## src/rtl/uivtc_pkg.sv

```systemverilog
// rtl/uivtc_pkg.sv - timing presets, FSM encoding and window helper for the video timing controller
package uivtc_pkg;

  localparam int CNT_W     = 12;
  localparam int CNT_LIMIT = 4095;

  localparam int P720_H_ACTIVE  = 1280;
  localparam int P720_H_FP      = 110;
  localparam int P720_H_SYNC    = 40;
  localparam int P720_H_BP      = 220;
  localparam int P720_V_ACTIVE  = 720;
  localparam int P720_V_FP      = 5;
  localparam int P720_V_SYNC    = 5;
  localparam int P720_V_BP      = 20;

  localparam int P1080_H_ACTIVE = 1920;
  localparam int P1080_H_FP     = 88;
  localparam int P1080_H_SYNC   = 44;
  localparam int P1080_H_BP     = 148;
  localparam int P1080_V_ACTIVE = 1080;
  localparam int P1080_V_FP     = 4;
  localparam int P1080_V_SYNC   = 5;
  localparam int P1080_V_BP     = 36;

  typedef enum logic [1:0] {
    ST_IDLE     = 2'd0,
    ST_RUN      = 2'd1,
    ST_STOPPING = 2'd2
  } vtc_state_t;

  // Half-open window [lo, hi) on a raster counter.
  function automatic logic in_window(input logic [CNT_W-1:0] cnt,
                                     input logic [CNT_W-1:0] lo,
                                     input logic [CNT_W-1:0] hi);
    return (cnt >= lo) && (cnt < hi);
  endfunction

endpackage

```

## src/rtl/uivtc_axis_cnt.sv

```systemverilog
// rtl/uivtc_axis_cnt.sv - wrapping raster counter with clear, increment and wrap flag
module uivtc_axis_cnt
  import uivtc_pkg::*;
(
  input  logic             clk,
  input  logic             rst,
  input  logic             clr,
  input  logic             inc,
  input  logic [CNT_W-1:0] cnt_max,
  output logic [CNT_W-1:0] cnt,
  output logic             wrap
);

  // wrap is combinational so the next axis can advance on the same edge.
  assign wrap = inc && (cnt == cnt_max);

  always_ff @(posedge clk or posedge rst) begin
    if (rst) begin
      cnt <= '0;
    end else if (clr) begin
      cnt <= '0;
    end else if (inc) begin
      cnt <= wrap ? '0 : cnt + 1'b1;
    end
  end

endmodule

```

## src/rtl/uivtc_gen.sv

```systemverilog
// rtl/uivtc_gen.sv - vs/hs/de raster generator with pixel coordinates and start-of-frame pulse
module uivtc_gen
  import uivtc_pkg::*;
#(
  parameter int H_ACTIVE = P720_H_ACTIVE,
  parameter int H_FP     = P720_H_FP,
  parameter int H_SYNC   = P720_H_SYNC,
  parameter int H_BP     = P720_H_BP,
  parameter int V_ACTIVE = P720_V_ACTIVE,
  parameter int V_FP     = P720_V_FP,
  parameter int V_SYNC   = P720_V_SYNC,
  parameter int V_BP     = P720_V_BP,
  parameter bit HS_POL   = 1'b1,
  parameter bit VS_POL   = 1'b1
)(
  input  logic             I_vtc_clk,
  input  logic             I_vtc_rst,
  input  logic             I_vtc_en,
  output logic             O_vtc_vs,
  output logic             O_vtc_hs,
  output logic             O_vtc_de,
  output logic [CNT_W-1:0] O_vtc_x,
  output logic [CNT_W-1:0] O_vtc_y,
  output logic             O_vtc_sof
);

  localparam int H_TOTAL = H_ACTIVE + H_FP + H_SYNC + H_BP;
  localparam int V_TOTAL = V_ACTIVE + V_FP + V_SYNC + V_BP;

  localparam logic [CNT_W-1:0] H_MAX    = CNT_W'(H_TOTAL - 1);
  localparam logic [CNT_W-1:0] V_MAX    = CNT_W'(V_TOTAL - 1);
  localparam logic [CNT_W-1:0] H_SYNC_E = CNT_W'(H_SYNC);
  localparam logic [CNT_W-1:0] V_SYNC_E = CNT_W'(V_SYNC);
  localparam logic [CNT_W-1:0] H_ACT_LO = CNT_W'(H_SYNC + H_BP);
  localparam logic [CNT_W-1:0] H_ACT_HI = CNT_W'(H_SYNC + H_BP + H_ACTIVE);
  localparam logic [CNT_W-1:0] V_ACT_LO = CNT_W'(V_SYNC + V_BP);
  localparam logic [CNT_W-1:0] V_ACT_HI = CNT_W'(V_SYNC + V_BP + V_ACTIVE);

  generate
    if (H_TOTAL > CNT_LIMIT || V_TOTAL > CNT_LIMIT) begin : g_range_err
      $error("uivtc_gen: H_TOTAL and V_TOTAL must not exceed 4095");
    end
  endgenerate

  vtc_state_t       state, state_nxt;
  logic [CNT_W-1:0] h_cnt, v_cnt;
  logic             h_wrap, v_wrap;
  logic             counting, cnt_clr;
  logic             h_act, v_act;

  assign counting = (state != ST_IDLE);

  uivtc_axis_cnt u_h_cnt (
    .clk     (I_vtc_clk),
    .rst     (I_vtc_rst),
    .clr     (cnt_clr),
    .inc     (counting),
    .cnt_max (H_MAX),
    .cnt     (h_cnt),
    .wrap    (h_wrap)
  );

  // v_wrap marks the last cycle of the frame (h and v both at their maximum).
  uivtc_axis_cnt u_v_cnt (
    .clk     (I_vtc_clk),
    .rst     (I_vtc_rst),
    .clr     (cnt_clr),
    .inc     (h_wrap),
    .cnt_max (V_MAX),
    .cnt     (v_cnt),
    .wrap    (v_wrap)
  );

  always_ff @(posedge I_vtc_clk or posedge I_vtc_rst) begin
    if (I_vtc_rst) begin
      state <= ST_IDLE;
    end else begin
      state <= state_nxt;
    end
  end

  always_comb begin
    state_nxt = state;
    cnt_clr   = 1'b0;
    unique case (state)
      ST_IDLE: begin
        cnt_clr = 1'b1;
        if (I_vtc_en) state_nxt = ST_RUN;
      end
      ST_RUN: begin
        if (!I_vtc_en) state_nxt = ST_STOPPING;
      end
      ST_STOPPING: begin
        // Stopping only ever lands on a frame boundary so frames are never truncated.
        if (I_vtc_en) begin
          state_nxt = ST_RUN;
        end else if (v_wrap) begin
          state_nxt = ST_IDLE;
          cnt_clr   = 1'b1;
        end
      end
      default: begin
        state_nxt = ST_IDLE;
        cnt_clr   = 1'b1;
      end
    endcase
  end

  assign h_act = in_window(h_cnt, H_ACT_LO, H_ACT_HI);
  assign v_act = in_window(v_cnt, V_ACT_LO, V_ACT_HI);

  always_ff @(posedge I_vtc_clk or posedge I_vtc_rst) begin
    if (I_vtc_rst) begin
      O_vtc_vs  <= ~VS_POL;
      O_vtc_hs  <= ~HS_POL;
      O_vtc_de  <= 1'b0;
      O_vtc_x   <= '0;
      O_vtc_y   <= '0;
      O_vtc_sof <= 1'b0;
    end else if (!counting) begin
      O_vtc_vs  <= ~VS_POL;
      O_vtc_hs  <= ~HS_POL;
      O_vtc_de  <= 1'b0;
      O_vtc_x   <= '0;
      O_vtc_y   <= '0;
      O_vtc_sof <= 1'b0;
    end else begin
      O_vtc_vs  <= (v_cnt < V_SYNC_E) ? VS_POL : ~VS_POL;
      O_vtc_hs  <= (h_cnt < H_SYNC_E) ? HS_POL : ~HS_POL;
      O_vtc_de  <= h_act && v_act;
      O_vtc_x   <= (h_act && v_act) ? h_cnt - H_ACT_LO : '0;
      O_vtc_y   <= (h_act && v_act) ? v_cnt - V_ACT_LO : '0;
      O_vtc_sof <= (h_cnt == '0) && (v_cnt == '0);
    end
  end

endmodule

```

## config.mk

```make
export PLATFORM = sky130hd
export DESIGN_NAME = uivtc_gen
export DESIGN_NICKNAME = d
export VERILOG_FILES = /design/src/rtl/uivtc_pkg.sv /design/src/rtl/uivtc_axis_cnt.sv /design/src/rtl/uivtc_gen.sv
export SDC_FILE = /design/constraint.sdc
export NUM_CORES = 1
export LEC_CHECK = 0
export ABC_AREA = 1
export CORE_AREA = 2 2 105 107
export CTS_CLUSTER_DIAMETER = 200
export DETAILED_ROUTE_END_ITERATION = 8
export DIE_AREA = 0 0 107 109
export PLACE_DENSITY = 0.46
export SLEW_MARGIN = 10
export SYNTH_ARGS = -nofsm -noshare
export SYNTH_HDL_FRONTEND = slang
export SYNTH_SLANG_ARGS = --single-unit
```

## constraint.sdc

```tcl
create_clock -name I_vtc_clk -period 2.62 [get_ports I_vtc_clk]
set_clock_uncertainty 0.2 [all_clocks]
set_input_delay 0.262 -clock I_vtc_clk [delete_from_list [all_inputs] [get_ports I_vtc_clk]]
set_output_delay 0.262 -clock I_vtc_clk [all_outputs]
set_load 0.02 [all_outputs]
```

Fig. 1: placed cells, one colour a class
Fill, decap, tap and diode cells in grey.
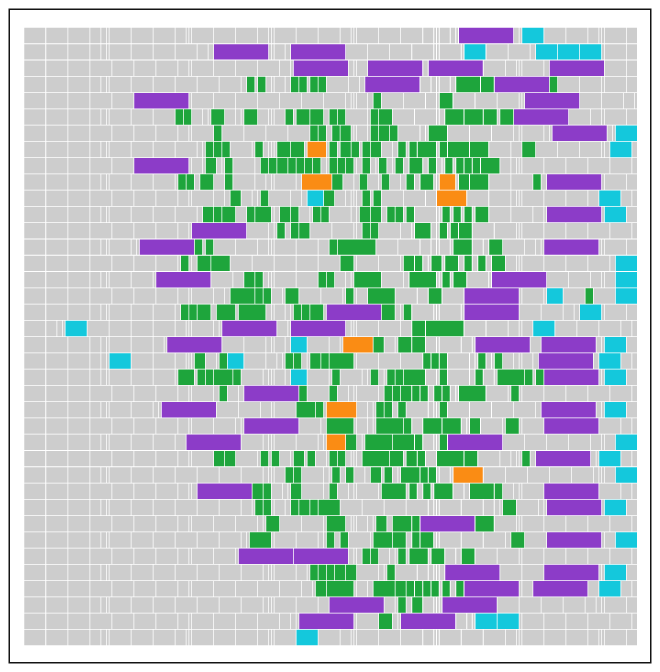
Key: green = remaining logic cells [cells 304]; cyan = remaining buffers and delay cells [cells 35]; orange = clock drivers and dummy loads [cells 8]; purple = registers [cells 54]

==> results.ini <==
[grt]
grt_use_total=0.132
antenna_found_initial=0
grt_pass1_wl_um=12100

[die]
die_area_um2=11700
dieWidth_um=107
fp_util=0.289
tap_cells=140
row_count=38
io_pins=31
die_y_um=109

[finish]
n_clock_buffer=5
fin_nets=414
clock_area_frac=0.0262
most-common-layout-cells=90 x nand2_1, 54 x dfrtp_1, 42 x inv_1, 38 x nor2_1, 30 x clkdlybuf4s50_1
comb_area_share=0.403
final_layout_size_suffix_gt1_frac=0.137
logic_gates=257
seq_share=0.378
flops=54
area_growth_pct=16.6
buf_share=0.0944

[logic_synthesis]
ys_seq_share=0.440
fp_nets=384
aoi_share=0.0269
ys_ff=54
syn_inst=370
synth-xor-area-share=0.0571
yosys.area_share.adder=0.0448

[route]
wirelength_um=6910
viasPerCell=4.34
drc_errors=0
via_count=2350

[cts]
cts.clk_slew.worst_paths_ns=0.10
cts_buffer_depth=2
cts_tree=yes
numCtsBuffers=5
worstSkewPairLatency_ns=0.31

[worst_hold_path]
min_path_type=in -> async

[critical_path]
rrSetupSlack_ns=0.44
crit_end=O_vtc_x[11]$_DFF_PP0_
crit_buf_inv=1
critPathLaunchType=flip-flop
required_ns=2.61
regToRegEndpoint=O_vtc_x[11]$_DFF_PP0_
crit_path_cell_trace=inv_1, ha_1, nand2_2, nand2_2, nand3_2, nor2_2, nand2_1, nand3_4, nor2_1
worst-path-stages=9
timing.rr.start=u_v_cnt.cnt[0]$_DFFE_PP0P_
cpPeakStageDelay_ns=0.47
crit_path_max_fanout=25
worstPathArrival_ns=2.17
cpMostUsedCell=nand2_2
crit_type=reg -> reg

[timing]
setup_tns_ns=0
fmax_mhz=459
max_slew.worst_pin.slew_ns=0.444
slew-limit-headroom=0.704
drv_slew=0
rsz0062_at_grt=false
setup_ws_ns=0.443

[placement]
post-place-ws_ns=0.458
io_buffers=30

[power]
ir_drop_uv=168
p_leak_nw=1.83
power.density_nw_per_um2=530

[status]
outcome=finished clean

[job]
warnings=34

Fig. 2: M3 wires
The bar under the picture is 20 µm long.
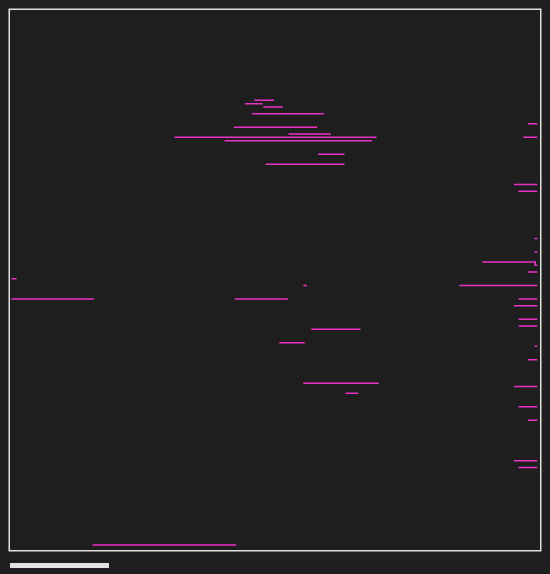
The wires run mostly horizontal. 35 nets have wire on it.

==> per-layer routing <==
metal | vias to the layer above | track usage | routed length (µm)
met4 | 0 | 0.0390 | 93
met2 | 55 | 0.203 | 3030
li1 | 1219 | - | -
met3 | 6 | 0.0257 | 303
met1 | 1070 | 0.188 | 3480
met5 | - | 0 | 0
==> power breakdown <==
group,leakage (nW),switching [mW],internal (mW)
logic,1.05,0.291,0.167
clock network,0.0447,0.299,0.194
registers,0.740,0.0658,0.882
==> per-stage QoR <==
step	power, mW	utilization	hold WS, ns	cell area, µm²	cells
2_1_floorplan	1.29	-	0.125	3070	370
3_3_place_gp	1.43	0.329	0.316	3480	533
3_5_place_dp	1.42	0.329	0.324	3480	533
4_1_cts	1.94	0.338	0.0304	3580	541
5_1_grt	2.04	0.338	0.0637	3580	541
6_report	1.90	0.338	0.0284	3580	541
==> registers in the layout (all words and copies together), names as in the netlist <==
name         cells
O_vtc_de         1
O_vtc_hs         1
O_vtc_sof        1
O_vtc_vs         1
O_vtc_x         12
O_vtc_y         12
state            2
u_h_cnt.cnt     12
u_v_cnt.cnt     12
==> synth_stat cells (all sizes together) <==
master	count	area (µm²)
dfrtp	54	1350
buf	12	97.6
clkinv	1	5.00
xnor2	2	17.5
inv	46	173
nor4	2	12.5
a21oi	5	25.0
nand2	94	368
nor3b	1	12.5
xor2	18	158
nand3b	2	15.0
a311oi	1	8.76
nand3	25	165
nor3	8	55.1
nand4	16	100
a21boi	1	7.51
o21ai	7	35.0
a31oi	1	6.26
nor2	62	313
and3	1	6.26
ha	11	138
==> kinds of logic (layout without fill, tap and decap cells) <==
logic type | Yosys count | after routing
and+or+nand+nor | 211 | 211
adders and majority gates | 11 | 11
buffers and inverters | 59 | 90
AOI/OAI and AO/OA | 15 | 15
DFF | 54 | 54
xor gates and xnor gates | 20 | 20
Power is estimated from default activity; no workload was simulated.
